### config.mk
export PLATFORM = sky130hd
export DESIGN_NAME = divisor_4bit_flat
export DESIGN_NICKNAME = d
export VERILOG_FILES = /design/src/rtl/divisor_pkg.sv /design/src/rtl/divisor_4bit_if.sv /design/src/rtl/resta_paso.sv /design/src/rtl/divisor_4bit.sv /design/src/flat_wrapper.sv
export SDC_FILE = /design/constraint.sdc
export NUM_CORES = 1
export LEC_CHECK = 0
export ABC_CLOCK_PERIOD_IN_PS = 4000
export CORE_UTILIZATION = 45
export DETAILED_ROUTE_END_ITERATION = 8
export PLACE_DENSITY = 0.68
export SLEW_MARGIN = 20
export SYNTH_ARGS = -nofsm -noshare
export SYNTH_HDL_FRONTEND = slang
export SYNTH_HIERARCHICAL = 1
export SYNTH_SLANG_ARGS = --single-unit
export TNS_END_PERCENT = 50
### constraint.sdc
create_clock -name clk -period 4 [get_ports clk]
set_clock_uncertainty 0.1 [all_clocks]
set_input_delay 1.2 -clock clk [delete_from_list [all_inputs] [get_ports clk]]
set_output_delay 1.2 -clock clk [all_outputs]
set_load 0.05 [all_outputs]
### src/rtl/divisor_pkg.sv
// Shared definitions for the divisor_4bit restoring divider:
// default width, FSM state encodings and step-counter width.
package divisor_pkg;

   localparam int unsigned DEF_WIDTH = 4;

   typedef enum logic [1:0] {
      StIdle = 2'b00,
      StCalc = 2'b01,
      StDone = 2'b10
   } state_t;

   // Counter must reach N-1 and still leave headroom for the increment.
   function automatic int unsigned cnt_width(input int unsigned n);
      return $clog2(n) + 1;
   endfunction

   localparam int unsigned DEF_CNT_WIDTH = $clog2(DEF_WIDTH) + 1;

endpackage

### src/rtl/divisor_4bit_if.sv
// Request/result bundle for divisor_4bit.
// Optional macro DIVISOR_4BIT_DIV0_EN adds the div_zero result flag.
interface divisor_4bit_if
   import divisor_pkg::*;
#(
   parameter int unsigned N = DEF_WIDTH
);

   logic         start;
   logic [N-1:0] a;
   logic [N-1:0] b;
   logic         busy;
   logic         done;
   logic [N-1:0] q;
   logic [N-1:0] r;
`ifdef DIVISOR_4BIT_DIV0_EN
   logic         div_zero;
`endif

   modport master (
      output start, a, b,
      input  busy, done, q, r
`ifdef DIVISOR_4BIT_DIV0_EN
      , input div_zero
`endif
   );

   modport slave (
      input  start, a, b,
      output busy, done, q, r
`ifdef DIVISOR_4BIT_DIV0_EN
      , output div_zero
`endif
   );

endinterface

### src/rtl/resta_paso.sv
// One restoring-division step: trial subtract, keep the difference when
// there is no borrow, otherwise restore the partial remainder.
module resta_paso
   import divisor_pkg::*;
#(
   parameter int unsigned W = DEF_WIDTH + 1
) (
   input  logic [W-1:0] rem,
   input  logic [W-1:0] divisor,
   output logic [W-1:0] next_rem,
   output logic         q_bit
);

   // Extra top bit carries the borrow out of the subtraction.
   logic [W:0] diff;

   // Trial subtraction and restore select.
   always_comb begin
      diff     = {1'b0, rem} - {1'b0, divisor};
      q_bit    = ~diff[W];
      next_rem = q_bit ? diff[W-1:0] : rem;
   end

endmodule

### src/rtl/divisor_4bit.sv
// Sequential restoring divider, one quotient bit per cycle, MSB first.
// Optional macro DIVISOR_4BIT_DIV0_EN registers a divide-by-zero flag.
module divisor_4bit
   import divisor_pkg::*;
#(
   parameter int unsigned N = DEF_WIDTH
) (
   input logic          clk,
   input logic          rst,
   divisor_4bit_if.slave bus
);

   localparam int unsigned CW = cnt_width(N);

   state_t        state_q, state_d;
   logic [N-1:0]  dvd_q;   // dividend, shifted left each step
   logic [N-1:0]  dvs_q;
   logic [N-1:0]  rem_q;   // restored remainder always fits in N bits
   logic [N-1:0]  quo_q;
   logic [N-1:0]  q_q;
   logic [N-1:0]  r_q;
   logic [CW-1:0] cnt_q;
   logic [N:0]    rem_in;
   logic [N:0]    next_rem;
   logic          q_bit;
   logic          unused_rem_msb;
   logic          accept;
   logic          last_step;

   assign rem_in         = {rem_q, dvd_q[N-1]};
   assign unused_rem_msb = next_rem[N];

   resta_paso #(
      .W (N + 1)
   ) u_paso (
      .rem      (rem_in),
      .divisor  ({1'b0, dvs_q}),
      .next_rem (next_rem),
      .q_bit    (q_bit)
   );

   // Next-state and status outputs.
   always_comb begin
      state_d   = state_q;
      accept    = 1'b0;
      last_step = 1'b0;
      bus.busy  = 1'b0;
      bus.done  = 1'b0;
      unique case (state_q)
         StIdle: begin
            if (bus.start) begin
               accept  = 1'b1;
               state_d = StCalc;
            end
         end
         StCalc: begin
            bus.busy = 1'b1;
            if (cnt_q == CW'(N - 1)) begin
               last_step = 1'b1;
               state_d   = StDone;
            end
         end
         StDone: begin
            bus.done = 1'b1;
            state_d  = StIdle;
         end
         default: state_d = StIdle;
      endcase
   end

   // State register.
   always_ff @(posedge clk) begin
      if (rst) begin
         state_q <= StIdle;
      end else begin
         state_q <= state_d;
      end
   end

   // Operand capture and per-step datapath update.
   always_ff @(posedge clk) begin
      if (rst) begin
         dvd_q <= '0;
         dvs_q <= '0;
         rem_q <= '0;
         quo_q <= '0;
         cnt_q <= '0;
      end else if (accept) begin
         dvd_q <= bus.a;
         dvs_q <= bus.b;
         rem_q <= '0;
         quo_q <= '0;
         cnt_q <= '0;
      end else if (state_q == StCalc) begin
         dvd_q <= dvd_q << 1;
         rem_q <= next_rem[N-1:0];
         quo_q <= {quo_q[N-2:0], q_bit};
         cnt_q <= cnt_q + 1'b1;
      end
   end

   // Results load only on the final step and hold otherwise.
   always_ff @(posedge clk) begin
      if (rst) begin
         q_q <= '0;
         r_q <= '0;
      end else if (last_step) begin
         q_q <= {quo_q[N-2:0], q_bit};
         r_q <= next_rem[N-1:0];
      end
   end

   assign bus.q = q_q;
   assign bus.r = r_q;

`ifdef DIVISOR_4BIT_DIV0_EN
   logic dz_q;

   // Divide-by-zero flag, registered alongside Q/R.
   always_ff @(posedge clk) begin
      if (rst) begin
         dz_q <= 1'b0;
      end else if (last_step) begin
         dz_q <= (dvs_q == '0);
      end
   end

   assign bus.div_zero = dz_q;
`endif

endmodule

### src/flat_wrapper.sv
// flat-port wrapper written by rule: the top's interface ports become plain ports
module divisor_4bit_flat import divisor_pkg::*;
#(
   parameter int unsigned N = DEF_WIDTH
)
  (clk, rst, bus_start, bus_a, bus_b, bus_busy, bus_done, bus_q, bus_r);
  divisor_4bit_if #(.N(N)) bus_i ();
  input logic clk;
  input logic rst;
  input wire logic [$bits(bus_i.start)-1:0] bus_start;
  input wire logic [$bits(bus_i.a)-1:0] bus_a;
  input wire logic [$bits(bus_i.b)-1:0] bus_b;
  output wire logic [$bits(bus_i.busy)-1:0] bus_busy;
  output wire logic [$bits(bus_i.done)-1:0] bus_done;
  output wire logic [$bits(bus_i.q)-1:0] bus_q;
  output wire logic [$bits(bus_i.r)-1:0] bus_r;
  assign bus_i.start = bus_start;
  assign bus_i.a = bus_a;
  assign bus_i.b = bus_b;
  assign bus_busy = bus_i.busy;
  assign bus_done = bus_i.done;
  assign bus_q = bus_i.q;
  assign bus_r = bus_i.r;
  divisor_4bit #(.N(N)) u_core (.clk(clk), .rst(rst), .bus(bus_i));
endmodule
==> results.txt <==
This note records the results obtained with Yosys and OpenROAD.

Run status
The run finished with clean final reports.

Setup path
In this run the worst path has a maximum fanout of 22. The classification of the worst setup path is flip-flop to output pin. The critical path startpoint is u_core/state_q[0].

STA classifies the critical path startpoint as a flip-flop. Logic depth along the worst register-to-register path is recorded as 9. The worst endpoint required time is 2.70 ns. The arrival time of the worst setup path is 2.31 ns. The end of the critical path is bus_busy.

Detailed routing
The via total after detailed routing is ~1200. The top routing layer in use is met3. The count of nets left with antenna violations once routing finished came out at 0.

The iteration count recorded for the first detailed-route pass is 5. In the per-layer breakdown of the detailed-route log, met1 shows ~1300 um. The detailed-routed wire length on met3 is roughly 120 um. The met2 wire length is approximately 1300 um.

The routed design shows a wire length per standard cell of 12.13 um.

Final layout
The library cells used most frequently in the layout, excluding fill and tap cells, are 30 x nand2_1, 28 x dfxtp_1, 25 x a21oi_1, 20 x clkdlybuf4s50_1, 17 x nor2_1. The post-route standard cell area excluding fillers is ~0.0016 mm^2. The combinational share of cell area is approximately 44%. The layout has 4 clock buffers. Measured on the final layout, buffering overhead outside the clock network stands at 12.83%. The fraction of layout cells with a size suffix above 1 is approximately 5.7%. After layout, the inverter instance count without clock inverters stands at 17.

For this run, the share of the core covered by cells in the final layout is 56.75%. After layout, the buffer instance count without clock buffers stands at 21.

Place
The placed instances occupy a cell area of 0.001583 mm^2. Per the gpl log, the routability congestion estimate is approximately 0.84. The post-detailed-placement half-perimeter wirelength is roughly 2000 um. The number of placed cells counting well taps is about 220.

Clock network
The report puts the hold buffer count at CTS at 0. After clock tree synthesis, the setup repair step added 0 buffers. TritonCTS built the clock tree.

The H-tree depth is 1. The maximum buffer depth of the clock tree is 2. The clock-pin transition on the worst setup and hold timing paths is roughly 0.15 ns. The clock latency at the later pin of the worst-skew pair is roughly 0.33 ns.

Final timing
The setup-violating endpoint count in the final report is 0. The final-report hold violation count is 0. The worst path setup slack after routing is a little under 0.4 ns. The worst-case headroom to the max-slew limit is 54.70%. The final critical-path share of the clock period is 90.32%. Derived from the worst setup path, the maximum achievable clock frequency is approximately 0.28 GHz.

Logic synthesis
The mapped netlist covers ~0.0014 mm^2. The count of synthesis-stage warnings from yosys is 6. The cell count after synthesis came out at between 150 and 200.

Floorplan
During tapcell insertion the tool placed 31 well taps. The floorplan step records an initial core utilization of between 40% and 50%. The total area inside the core boundary comes to around 0.0029 mm^2.

In this run the horizontal extent of the chip is ~58 um.

Flow run
The tally of max-capacitance violations is 0.

Pwr
For this design the static power due to leakage is between 0.5 and 0.6 nW. The logic gate share of total power is ~18%. For this design the ratio of total power to cell area is 325.2 mW/mm^2. Sequential cells burn a little under three fifths of the power. The highest supply drop recorded on VDD is 0.1737 mV.

Global routing
For this run, global-route usage on met2 was measured as ~30%. The number of global-route vias before repair was around 1100. The number of antenna violations at the first check in global routing is 0. On met1, the global router reports a usage of approximately a quarter. Entering global routing, the biggest net connects 23 pins.

Hold path
Looking at hold timing, the worst path starts from u_core/bus.q[1]. The end of the worst hold path is u_core/bus.q[1].
## worst max-delay path: stages (launching register included)
cell,delay [ns]
dfxtp_1,0.46
nand2b_1,0.28
inv_2,0.37
clkdlybuf4s50_1,0.87
## registers in the layout, indices dropped and copies added, names as in the netlist
name and cells:
u_core/bus.q 4, u_core/bus.r 4, u_core/cnt_q 3, u_core/dvd_q 4, u_core/dvs_q 4, u_core/quo_q 3
u_core/rem_q 4, u_core/state_q 2
## power groups by stage
stage | sequential (mW) | clock [mW] | combinational [mW]
3_3_place_gp | 0.302 | 0 | 0.0911
4_1_cts | 0.296 | 0.139 | 0.0939
5_1_grt | 0.298 | 0.149 | 0.106
2_1_floorplan | 0.300 | 0 | 0.0709
6_report | 0.296 | 0.135 | 0.0948
3_5_place_dp | 0.303 | 0 | 0.0934
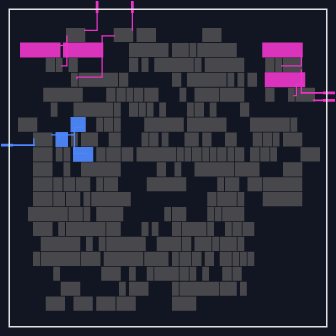
*Wires at chosen ports, followed through buffers*
- blue: bus_start (direction input; edge left; end cells 3; buffers 1; wire 19.0 um)
- magenta: bus_q (direction output; edge 2 right, 2 top; end cells 4; buffers 4; wire 51.6 um)
io pins: 21
count of buffers from port buffering: 20

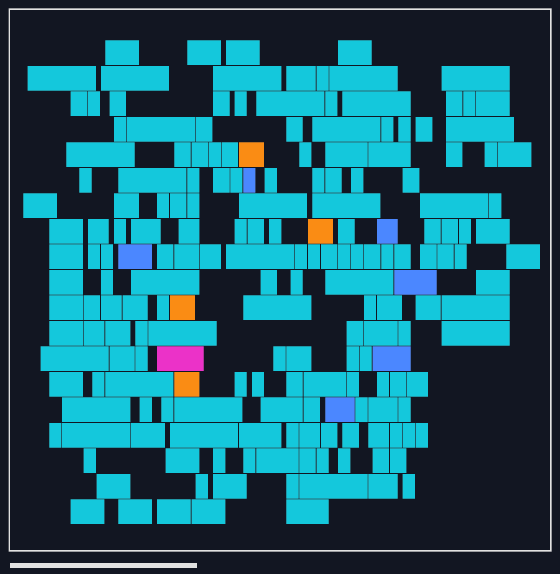
*Drive-strength map*
Bar = 20 um.
- cyan: drive 1 or less (cells 181)
- blue: drive 2 (cells 6)
- magenta: drive 6 and up (cells 1)
- orange: drive 3 to 4 (cells 4)

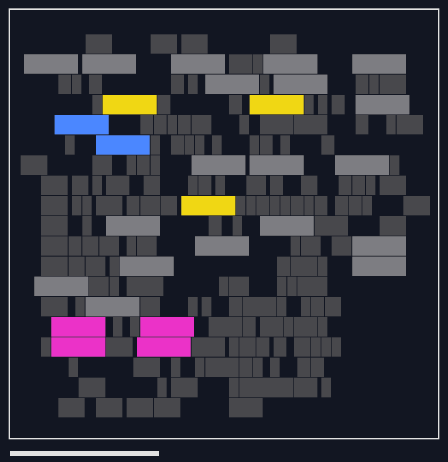
*Sequential cells colored by netlist name*
Bar = 20 um. Other sequential cells in the stronger gray, the rest of the logic in the fainter gray.
- yellow: u_core/quo_q (placed flops 3)
- blue: u_core/state_q (placed flops 2)
- magenta: u_core/dvs_q (placed flops 4; where bottom left)
- not colored: 19
flop share of the area: 34.62%
flip-flop and latch power: 0.296 mW

No activity file was given, so power comes from the tool's default toggle rates.
